File: src/rtl/strb_gen_pkg.sv
// strb_gen_pkg: channel state and mode types shared by the strobe generator
package strb_gen_pkg;
  typedef enum logic [1:0] {IDLE, RUN, DONE} ch_state_e;
  typedef enum logic {PERIODIC, ONESHOT} mode_e;
endpackage

File: src/rtl/strb_gen_ch.sv
// strb_gen_ch: one strobe channel with active/shadow divisor and down-counter
module strb_gen_ch
  import strb_gen_pkg::*;
#(
  parameter int CNT_W = 16
) (
  input  logic             clk_i,
  input  logic             rst_i,
  input  logic             wr_i,
  input  logic [CNT_W-1:0] div_i,
  input  logic             mode_i,
  input  logic             en_i,
  output logic             strb_o,
  output logic             busy_o,
  output logic             pend_o
);
  ch_state_e        r_st, w_st;
  mode_e            r_mode, w_mode, r_smode, w_smode, w_upd_mode;
  logic [CNT_W-1:0] r_cnt, w_cnt, r_div, w_div, r_sdiv, w_sdiv, w_upd_div, w_ld;
  logic             r_pend, w_pend, r_strb, w_strb;
  // Values installed on reload or on leaving RUN; a same-cycle write beats the shadow
  assign w_upd_div  = wr_i ? div_i : (r_pend ? r_sdiv : r_div);
  assign w_upd_mode = wr_i ? mode_e'(mode_i) : (r_pend ? r_smode : r_mode);
  assign w_ld       = (w_upd_div == '0) ? '0 : w_upd_div - 1'b1;
  always_comb begin
    w_st    = r_st;
    w_cnt   = r_cnt;
    w_div   = r_div;
    w_mode  = r_mode;
    w_sdiv  = r_sdiv;
    w_smode = r_smode;
    w_pend  = r_pend;
    w_strb  = 1'b0;
    case (r_st)
      IDLE: begin
        w_div  = w_upd_div;
        w_mode = w_upd_mode;
        if (en_i) begin
          w_st  = RUN;
          w_cnt = w_ld;
        end
      end
      RUN: begin
        if (!en_i) begin
          w_st   = IDLE;
          w_div  = w_upd_div;
          w_mode = w_upd_mode;
          w_pend = 1'b0;
        end else if (r_cnt == '0) begin
          w_strb = 1'b1;
          w_div  = w_upd_div;
          w_mode = w_upd_mode;
          w_pend = 1'b0;
          w_st   = (w_upd_mode == ONESHOT) ? DONE : RUN;
          w_cnt  = (w_upd_mode == ONESHOT) ? r_cnt : w_ld;
        end else begin
          w_cnt = r_cnt - 1'b1;
          if (wr_i) begin
            w_sdiv  = div_i;
            w_smode = mode_e'(mode_i);
            w_pend  = 1'b1;
          end
        end
      end
      DONE: begin
        w_div  = w_upd_div;
        w_mode = w_upd_mode;
        w_st   = en_i ? DONE : IDLE;
      end
      default: w_st = IDLE;
    endcase
  end
  always_ff @(posedge clk_i) begin
    if (rst_i) begin
      r_st    <= IDLE;
      r_cnt   <= '0;
      r_div   <= CNT_W'(1);
      r_mode  <= PERIODIC;
      r_sdiv  <= '0;
      r_smode <= PERIODIC;
      r_pend  <= 1'b0;
      r_strb  <= 1'b0;
    end else begin
      r_st    <= w_st;
      r_cnt   <= w_cnt;
      r_div   <= w_div;
      r_mode  <= w_mode;
      r_sdiv  <= w_sdiv;
      r_smode <= w_smode;
      r_pend  <= w_pend;
      r_strb  <= w_strb;
    end
  end
  assign strb_o = r_strb;
  assign busy_o = (r_st == RUN);
  assign pend_o = r_pend;
endmodule

File: src/rtl/strb_gen.sv
// strb_gen: multi-channel programmable strobe generator with a shared cfg port
module strb_gen #(
  parameter int NUM_CH = 2,
  parameter int CNT_W  = 16,
  parameter int CH_W   = (NUM_CH > 1) ? $clog2(NUM_CH) : 1
) (
  input  logic              clk_i,
  input  logic              rst_i,
  input  logic              cfg_valid_i,
  output logic              cfg_ready_o,
  input  logic [CH_W-1:0]   cfg_ch_i,
  input  logic [CNT_W-1:0]  cfg_div_i,
  input  logic              cfg_mode_i,
  input  logic [NUM_CH-1:0] en_i,
  output logic [NUM_CH-1:0] strb_o,
  output logic [NUM_CH-1:0] busy_o
);
  localparam int PW = 2 ** CH_W;
  logic [NUM_CH-1:0] w_pend;
  logic [PW-1:0]     w_pend_x;
  // Unused channel indices read as not pending, so out-of-range requests are accepted and dropped
  assign w_pend_x    = PW'(w_pend);
  assign cfg_ready_o = ~w_pend_x[cfg_ch_i];
  for (genvar g = 0; g < NUM_CH; g++) begin : g_ch
    strb_gen_ch #(.CNT_W(CNT_W)) u_ch (
      .clk_i  (clk_i),
      .rst_i  (rst_i),
      .wr_i   (cfg_valid_i && cfg_ready_o && (cfg_ch_i == CH_W'(g))),
      .div_i  (cfg_div_i),
      .mode_i (cfg_mode_i),
      .en_i   (en_i[g]),
      .strb_o (strb_o[g]),
      .busy_o (busy_o[g]),
      .pend_o (w_pend[g])
    );
  end
endmodule

File: config.mk
export PLATFORM = sky130hd
export DESIGN_NAME = strb_gen
export DESIGN_NICKNAME = d
export VERILOG_FILES = /design/src/rtl/strb_gen_pkg.sv /design/src/rtl/strb_gen_ch.sv /design/src/rtl/strb_gen.sv
export SDC_FILE = /design/constraint.sdc
export NUM_CORES = 1
export LEC_CHECK = 0
export CORE_AREA = 2 2 121 123
export DETAILED_ROUTE_END_ITERATION = 8
export DIE_AREA = 0 0 123 125
export PLACE_DENSITY_LB_ADDON = 0.15
export SKIP_CTS_REPAIR_TIMING = 1
export SYNTH_ARGS = -nofsm -noshare
export SYNTH_HDL_FRONTEND = slang
export SYNTH_SLANG_ARGS = --single-unit
File: constraint.sdc
create_clock -name clk_i -period 9.7 [get_ports clk_i]
set_input_delay 2.425 -clock clk_i [delete_from_list [all_inputs] [get_ports clk_i]]
set_output_delay 2.425 -clock clk_i [all_outputs]
set_load 0.02 [all_outputs]
==> results.json, run 1 <==
{
  "layout.cell_area.non_filler_mm2": 0.00680,
  "beginning_of_the_critical_path": "cfg_ch_i",
  "place.detailed.instances": 904,
  "seq_area_mm2": 0.00216,
  "outcome": "completed",
  "routed-via-count": 5397,
  "async_flop_share_pct": 0,
  "global_route_usage_over_all_layers_pct": 21.0,
  "synthesis.instances": 745,
  "grt_use_met2_pct": 32.3,
  "met3_demand_to_capacity_share_in_global_routing_pct": 4.06,
  "routed-wl-met3_um": 721,
  "syn_to_final_growth_pct": 9.71,
  "synth.mux.area_fraction_pct": 10.2,
  "place_area_mm2": 0.00649,
  "worst-r2r-setup-slack_ps": 6130,
  "final-nonclk-buf-share_pct": 4.82,
  "via_count_of_the_first_global_routing_pass": 4977,
  "netSwitchingPower_w": 0.000346,
  "synth.top_cells.by_count": "120 x sky130_fd_sc_hd__nor2_1, 108 x sky130_fd_sc_hd__dfxtp_1, 62 x sky130_fd_sc_hd__mux2i_1, 43 x sky130_fd_sc_hd__clkbuf_1, 37 x sky130_fd_sc_hd__a21oi_1",
  "drt_first_iter_violations": 417,
  "groute.layer.met1.usage_pct": 30.2,
  "yosys_warnings": 0,
  "warnings": 28,
  "maxPowerGroup": "registers",
  "top_cells_by_area": "sky130_fd_sc_hd__dfxtp_1 35%, sky130_fd_sc_hd__mux2i_1 10%, sky130_fd_sc_hd__nor2_1 7.3%",
  "crit_top_cell": "sky130_fd_sc_hd__clkdlybuf4s50_1",
  "logic_family": "simple AND/OR/NAND/NOR gates",
  "post-synth-top-count-cell": "sky130_fd_sc_hd__nor2_1",
  "yosysTopAreaCellShare_pct": 34.9,
  "mi_logic_area_mm2": 0.00371,
  "detailed_place_hpwl_um": 10700,
  "largest_cell_class": "combinational gates",
  "final_layout_top_logic_cell": "sky130_fd_sc_hd__nor2_1",
  "clockBufferCount": 11,
  "routed_via_count_divided_by_cell_count": 5.87,
  "clock_tree_from_tritoncts": "yes",
  "report.final.hold_viol_count": 0,
  "crit_required_ps": 7280,
  "comb_total_area_pct": 54.6,
  "enable_flop_cells": 0,
  "std_cell_rows": 44,
  "biggestRegsByFlops": "g_ch.u_ch.r_cnt x32, g_ch.u_ch.r_div x32, g_ch.u_ch.r_sdiv x32",
  "globalRoute.totalOverflow": 0,
  "power.density_mw_per_mm2": 166,
  "clock_sink_count": 108,
  "dr_wl_met2_um": 7030,
  "hold_ws_ps": 490,
  "fp.dieH_um": 125,
  "cp_num_cells": 4,
  "num-multi-input-gates": 561,
  "synth_nets": 772,
  "comb_power_share_pct": 22.3,
  "worst_hold_endpoint": "g_ch[1].u_ch.r_sdiv[10]",
  "avgSynthCellArea_um2": 8.32,
  "root_buffer": "sky130_fd_sc_hd__clkbuf_16",
  "power.internal_w": 0.000782,
  "antenna-diode-count": 0,
  "clock_area_share_pct": 4.56,
  "sh_seq_area_pct": 31.8,
  "post_synth_num_cell_types": 67,
  "clk_pin_slew_ps": 70,
  "routedWlPerCell_um": 17.1,
  "cts-htree-levels": 3,
  "grt_setup_unrepaired": "false",
  "clock_skew_ps": 10.7,
  "clkPwrFrac_pct": 34.4,
  "clock_insertion_delay_worst_skew_ps": 360,
  "worstPathBufferInverterCount": 3,
  "place.port_buffers": 27,
  "whs_path_depth": 2,
  "total_power_consumption_of_the_routed_design_w": 0.00113,
  "seq_cells": 108,
  "ys_seq_share_pct": 34.9,
  "synth.cell_area_mm2": 0.00620,
  "grt_antenna_before_repair": 0,
  "grt_first_pass_wirelength_um": 25900,
  "final_net_count": 758,
  "grt_max_degree": 66,
  "synth_top_cell_by_area": "sky130_fd_sc_hd__dfxtp_1",
  "final_setup_violating_endpoints": 0,
  "initCoreUtil_pct": 43.7,
  "synth-adder-area-share_pct": 0.807
}
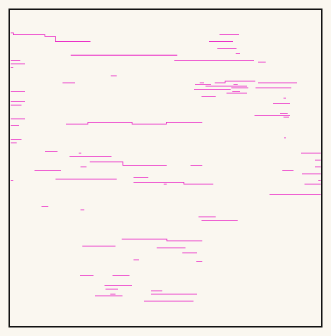
Fig. 1. Met3 routing (run 1).
wire length on this layer: 721 µm
longest straight run: 41.9 µm
share of all routed wire: 4.6%
main direction: horizontal
nets with wire on the layer: 58

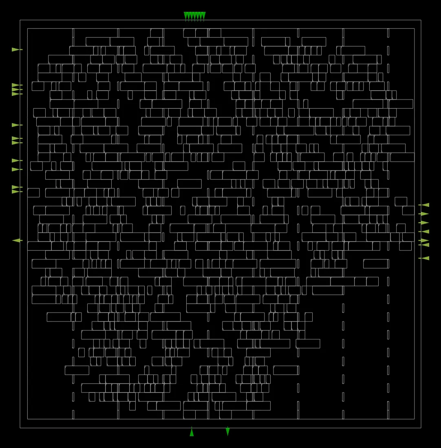
Fig. 2. Cell placement (run 1).
layout filler cell count: 1,413
CORE AREA: 0.0142 mm²
Final Instance Count excl. Fillers: 919

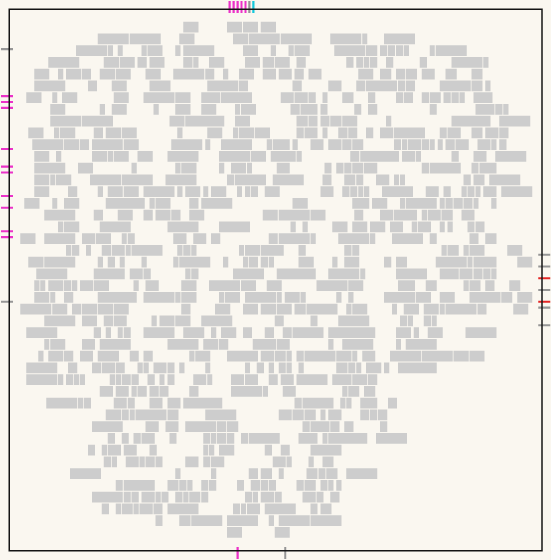
Fig. 3. Pin map (run 1).
Pins as bars across the die edge, other pins in grey.
| colour | port | pins | direction | edge |
|---|---|---|---|---|
| magenta | cfg_div_i | 16 | input | 10 left, 5 top, 1 bottom |
| red | strb_o | 2 | output | right |
| cyan | cfg_valid_i | 1 | input | top |
all pins by edge: 12 left, 7 right, 7 top, 2 bottom

==> run 2: changes to the inputs <==
Clock period 9.7 ns to 6.55 ns, I/O delays scaled along.
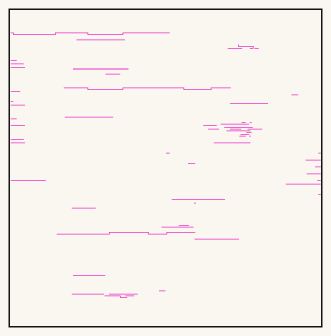
Fig. 4. Met3 routing (run 2).
share of all routed wire: 3.5%
main direction: horizontal
wire length on this layer: 561 µm
nets with wire on the layer: 45
longest straight run: 24.2 µm

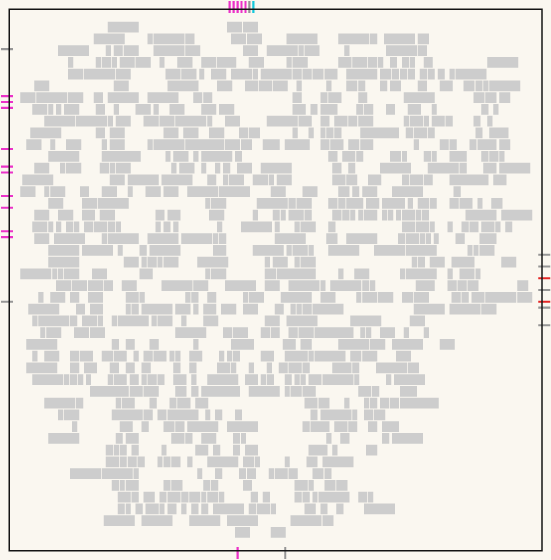
Fig. 5. Pin map (run 2).
Pins as bars across the die edge, other pins in grey.
| colour | port | pins | direction | edge |
|---|---|---|---|---|
| red | strb_o | 2 | output | right |
| cyan | cfg_valid_i | 1 | input | top |
| magenta | cfg_div_i | 16 | input | 10 left, 5 top, 1 bottom |

==> run 2 against run 1 <==
Sequential cell count is the same. Largest power group unchanged. Non-clock buffer count unchanged. Highest routed layer unchanged. Worst hold slack worse by 0.87 ps. Sequential power grew 48%. Clock power rose by 38%. Critical endpoint unchanged. Sequential share of layout area is 0.12 points higher.
==> results.json, run 2 <==
{
  "post-synth-top-count-cell": "sky130_fd_sc_hd__nor2_1",
  "warnings": 30,
  "clock_insertion_delay_worst_skew_ps": 360,
  "routed_via_count_divided_by_cell_count": 5.87,
  "routed-wl-met3_um": 561,
  "clk_pin_slew_ps": 70,
  "routedWlPerCell_um": 17.3,
  "biggestRegsByFlops": "g_ch.u_ch.r_cnt x32, g_ch.u_ch.r_div x32, g_ch.u_ch.r_sdiv x32",
  "hold_ws_ps": 489,
  "via_count_of_the_first_global_routing_pass": 4939,
  "final_net_count": 758,
  "clock_area_share_pct": 4.19,
  "grt_use_met2_pct": 32.5,
  "enable_flop_cells": 0,
  "crit_top_cell": "sky130_fd_sc_hd__clkdlybuf4s50_1",
  "mi_logic_area_mm2": 0.00371,
  "met3_demand_to_capacity_share_in_global_routing_pct": 4.52,
  "place_area_mm2": 0.00649,
  "top_cells_by_area": "sky130_fd_sc_hd__dfxtp_1 35%, sky130_fd_sc_hd__mux2i_1 10%, sky130_fd_sc_hd__nor2_1 7.3%",
  "worst_hold_endpoint": "g_ch[1].u_ch.r_sdiv[11]",
  "syn_to_final_growth_pct": 9.28,
  "final_layout_top_logic_cell": "sky130_fd_sc_hd__nor2_1",
  "fp.coreArea_mm2": 0.0142,
  "place.detailed.instances": 904,
  "drt_first_iter_violations": 449,
  "fp.dieH_um": 125,
  "largest_cell_class": "combinational gates",
  "report.final.hold_viol_count": 0,
  "num_io_pins": 28,
  "final-nonclk-buf-share_pct": 4.84,
  "clock_sink_count": 108,
  "ys_seq_share_pct": 34.9,
  "grt_setup_unrepaired": "false",
  "whs_path_depth": 2,
  "clkPwrFrac_pct": 32.8,
  "dr_wl_met2_um": 7440,
  "worstPathBufferInverterCount": 3,
  "final_setup_violating_endpoints": 0,
  "netSwitchingPower_w": 0.000527,
  "root_buffer": "sky130_fd_sc_hd__clkbuf_16",
  "place.port_buffers": 27,
  "clock_tree_from_tritoncts": "yes",
  "synth.cell_area_mm2": 0.00620,
  "power.internal_w": 0.00111,
  "worst-r2r-setup-slack_ps": 3030,
  "chipArea_mm2": 0.0154,
  "cts-htree-levels": 3,
  "yosysTopAreaCellShare_pct": 34.9,
  "global_route_usage_over_all_layers_pct": 21.0,
  "cp_num_cells": 4,
  "synth_nets": 772,
  "yosys_warnings": 0,
  "most-common-layout-cells": "120 x sky130_fd_sc_hd__nor2_1, 108 x sky130_fd_sc_hd__dfxtp_1, 62 x sky130_fd_sc_hd__mux2i_1",
  "grt_first_pass_wirelength_um": 25900,
  "std_cell_rows": 44,
  "grt_max_degree": 107,
  "beginning_of_the_critical_path": "cfg_ch_i",
  "final_cell_count_no_fill": 920,
  "sh_seq_area_pct": 31.9,
  "post_synth_num_cell_types": 67,
  "seq_cells": 108,
  "antenna-diode-count": 0,
  "layout.cell_area.non_filler_mm2": 0.00678,
  "comb_total_area_pct": 54.8,
  "logic_family": "simple AND/OR/NAND/NOR gates",
  "crit_required_ps": 4910,
  "clockBufferCount": 10,
  "groute.layer.met1.usage_pct": 30.4,
  "detailed_place_hpwl_um": 11000,
  "grt_antenna_before_repair": 0,
  "avgSynthCellArea_um2": 8.32,
  "async_flop_share_pct": 0,
  "total_power_consumption_of_the_routed_design_w": 0.00163,
  "synth-adder-area-share_pct": 0.807,
  "clock_skew_ps": 10.1,
  "synth.top_cells.by_count": "120 x sky130_fd_sc_hd__nor2_1, 108 x sky130_fd_sc_hd__dfxtp_1, 62 x sky130_fd_sc_hd__mux2i_1, 43 x sky130_fd_sc_hd__clkbuf_1, 37 x sky130_fd_sc_hd__a21oi_1",
  "clock_net_power_w": 0.000535,
  "synth.mux.area_fraction_pct": 10.2,
  "maxPowerGroup": "registers",
  "globalRoute.totalOverflow": 0,
  "power.density_mw_per_mm2": 241,
  "initCoreUtil_pct": 43.7,
  "synth_top_cell_by_area": "sky130_fd_sc_hd__dfxtp_1",
  "outcome": "completed"
}
==> run 3: changes to the inputs <==
Clock period 6.55 ns to 5.33 ns, I/O delays scaled along.
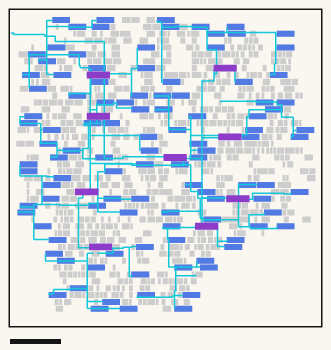
Fig. 6. Clock wires, drivers and flops (run 3).
Bar = 20 µm.
[cyan] clock wires | length: 1,410 µm
[blue] flip-flops | count: 108
[purple] clock-net drivers | count: 9
flops lie: all over the die

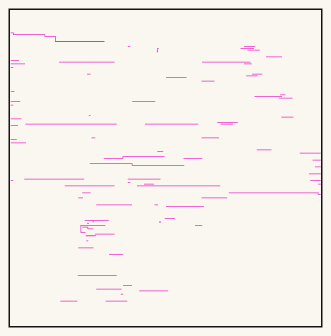
Fig. 7. Met3 routing (run 3).
nets with wire on the layer: 60
main direction: horizontal
wire length on this layer: 649 µm
longest straight run: 35.9 µm
share of all routed wire: 4.1%

==> run 3 against run 2 <==
Wire length up 0.45%. Cell count up 1.7%. Count of clock-buffer cells in the layout up 1. Sequential share of layout area down 0.64 points. Global-route usage up 0.14 points. Total power up 26%. Clock skew down 4.1 ps. Critical path depth up 6. Setup slack worse by 680 ps. Cell area up 2.0%. Via count up 1.9%. Largest cell class unchanged.
==> results.json, run 3 <==
{
  "outcome": "completed",
  "synth.cell_area_mm2": 0.00620,
  "synth_top_cell_by_area": "sky130_fd_sc_hd__dfxtp_1",
  "ant_nets": 0,
  "min_period_ps": 4580,
  "groute.layer.met1.usage_pct": 31.0,
  "biggestRegsByFlops": "g_ch.u_ch.r_cnt x32, g_ch.u_ch.r_div x32, g_ch.u_ch.r_sdiv x32",
  "place_area_mm2": 0.00661,
  "worstRegToRegCells": 8,
  "crit_top_cell": "sky130_fd_sc_hd__buf_4",
  "hold_ws_ps": 489,
  "seq_cells": 108,
  "class_of_the_most_critical_hold_timing_path": "flop to flop",
  "mi_logic_area_mm2": 0.00371,
  "std_cell_rows": 44,
  "antenna-diode-count": 0,
  "synth_nets": 772,
  "critPathMaxFanout": 20,
  "worst_path_dominant_cell_family": "AND-OR/OR-AND gates",
  "fp.dieH_um": 125,
  "clock_insertion_delay_worst_skew_ps": 350,
  "cts_buf_count": 9,
  "warnings": 30,
  "routed-wl-met3_um": 648,
  "dr_wl_met2_um": 7270,
  "worst_hold_endpoint": "g_ch[1].u_ch.r_div[12]",
  "clkPwrFrac_pct": 33.6,
  "globalRoute.totalOverflow": 0,
  "final-nonclk-buf-share_pct": 6.48,
  "num-multi-input-gates": 561,
  "clock_area_share_pct": 4.38,
  "layout.cell_area.non_filler_mm2": 0.00692,
  "most-common-layout-cells": "120 x sky130_fd_sc_hd__nor2_1, 108 x sky130_fd_sc_hd__dfxtp_1, 62 x sky130_fd_sc_hd__mux2i_1",
  "seq_area_mm2": 0.00216,
  "met3_demand_to_capacity_share_in_global_routing_pct": 3.06,
  "grt_antenna_before_repair": 0,
  "final_net_count": 774,
  "netSwitchingPower_w": 0.000632,
  "maxPowerGroup": "registers",
  "grt_use_met2_pct": 31.6,
  "comb_power_share_pct": 23.0,
  "power.density_mw_per_mm2": 297,
  "final_layout_top_logic_cell": "sky130_fd_sc_hd__nor2_1",
  "clk_pin_slew_ps": 70,
  "root_buffer": "sky130_fd_sc_hd__clkbuf_16",
  "total_power_consumption_of_the_routed_design_w": 0.00206,
  "synth.mux.area_fraction_pct": 10.2,
  "post_route_drc": 0,
  "enable_flop_cells": 0,
  "seq-power_w": 0.000891,
  "grt_first_pass_wirelength_um": 26100,
  "global_route_usage_over_all_layers_pct": 21.1,
  "top_cells_by_area": "sky130_fd_sc_hd__dfxtp_1 35%, sky130_fd_sc_hd__mux2i_1 10%, sky130_fd_sc_hd__nor2_1 7.3%",
  "num_io_pins": 28,
  "hold_start": "g_ch[1].u_ch.r_div[12]",
  "cts-root-to-sink-buffers": 2,
  "routedWlPerCell_um": 17.1,
  "crit_required_ps": 5510,
  "count_of_maximum_capacitance_violations": 0,
  "beginning_of_the_critical_path": "cfg_valid_i",
  "clock_skew_ps": 6.07,
  "place.detailed.instances": 920,
  "clock_tree_from_tritoncts": "yes",
  "wl_met1_um": 7780,
  "largest_cell_class": "combinational gates",
  "via_count_of_the_first_global_routing_pass": 5058,
  "final_setup_violating_endpoints": 0,
  "worstSetupStartpointType": "primary input",
  "period_used_pct": 86.0,
  "worst-r2r-setup-slack_ps": 1690,
  "avgSynthCellArea_um2": 8.32,
  "syn_to_final_growth_pct": 11.5,
  "path_class": "primary input to flop",
  "synth-adder-area-share_pct": 0.807,
  "cts-htree-levels": 3,
  "post_synth_num_cell_types": 67,
  "fp.coreArea_mm2": 0.0142,
  "grt_max_degree": 107,
  "num_tap_cells": 184,
  "sh_seq_area_pct": 31.3,
  "comb_total_area_pct": 53.7,
  "cp_num_cells": 10,
  "slowest_delay_ps": 710,
  "yosysCellCount": 745,
  "critical_path.slowest_cell": "sky130_fd_sc_hd__clkdlybuf4s50_1",
  "logic_family": "simple AND/OR/NAND/NOR gates",
  "final_cell_count_no_fill": 936,
  "route.top_layer_used": "met4",
  "initCoreUtil_pct": 43.7,
  "async_flop_share_pct": 0,
  "clock_sink_count": 108,
  "ys_seq_share_pct": 34.9,
  "detailed_place_hpwl_um": 10900,
  "drt_first_iter_violations": 444,
  "gr-max-usage-layer": "met2",
  "report.final.hold_viol_count": 0,
  "post-synth-top-count-cell": "sky130_fd_sc_hd__nor2_1",
  "clockBufferCount": 11,
  "power.internal_w": 0.00142,
  "die_width_um": 123,
  "clock_net_power_w": 0.000691,
  "chipArea_mm2": 0.0154,
  "yosys_warnings": 0,
  "synth.top_cells.by_count": "120 x sky130_fd_sc_hd__nor2_1, 108 x sky130_fd_sc_hd__dfxtp_1, 62 x sky130_fd_sc_hd__mux2i_1, 43 x sky130_fd_sc_hd__clkbuf_1, 37 x sky130_fd_sc_hd__a21oi_1",
  "routed_via_count_divided_by_cell_count": 5.88,
  "worst_ep_arrival_time_ps": 4760,
  "xor_area_share_pct": 4.24,
  "grt_setup_unrepaired": "false",
  "whs_path_depth": 2,
  "place.port_buffers": 27,
  "worstPathBufferInverterCount": 3,
  "yosysTopAreaCellShare_pct": 34.9,
  "final_layout_size_suffix_gt1_share_pct": 7.71
}
Power is estimated from default activity; no workload was simulated.
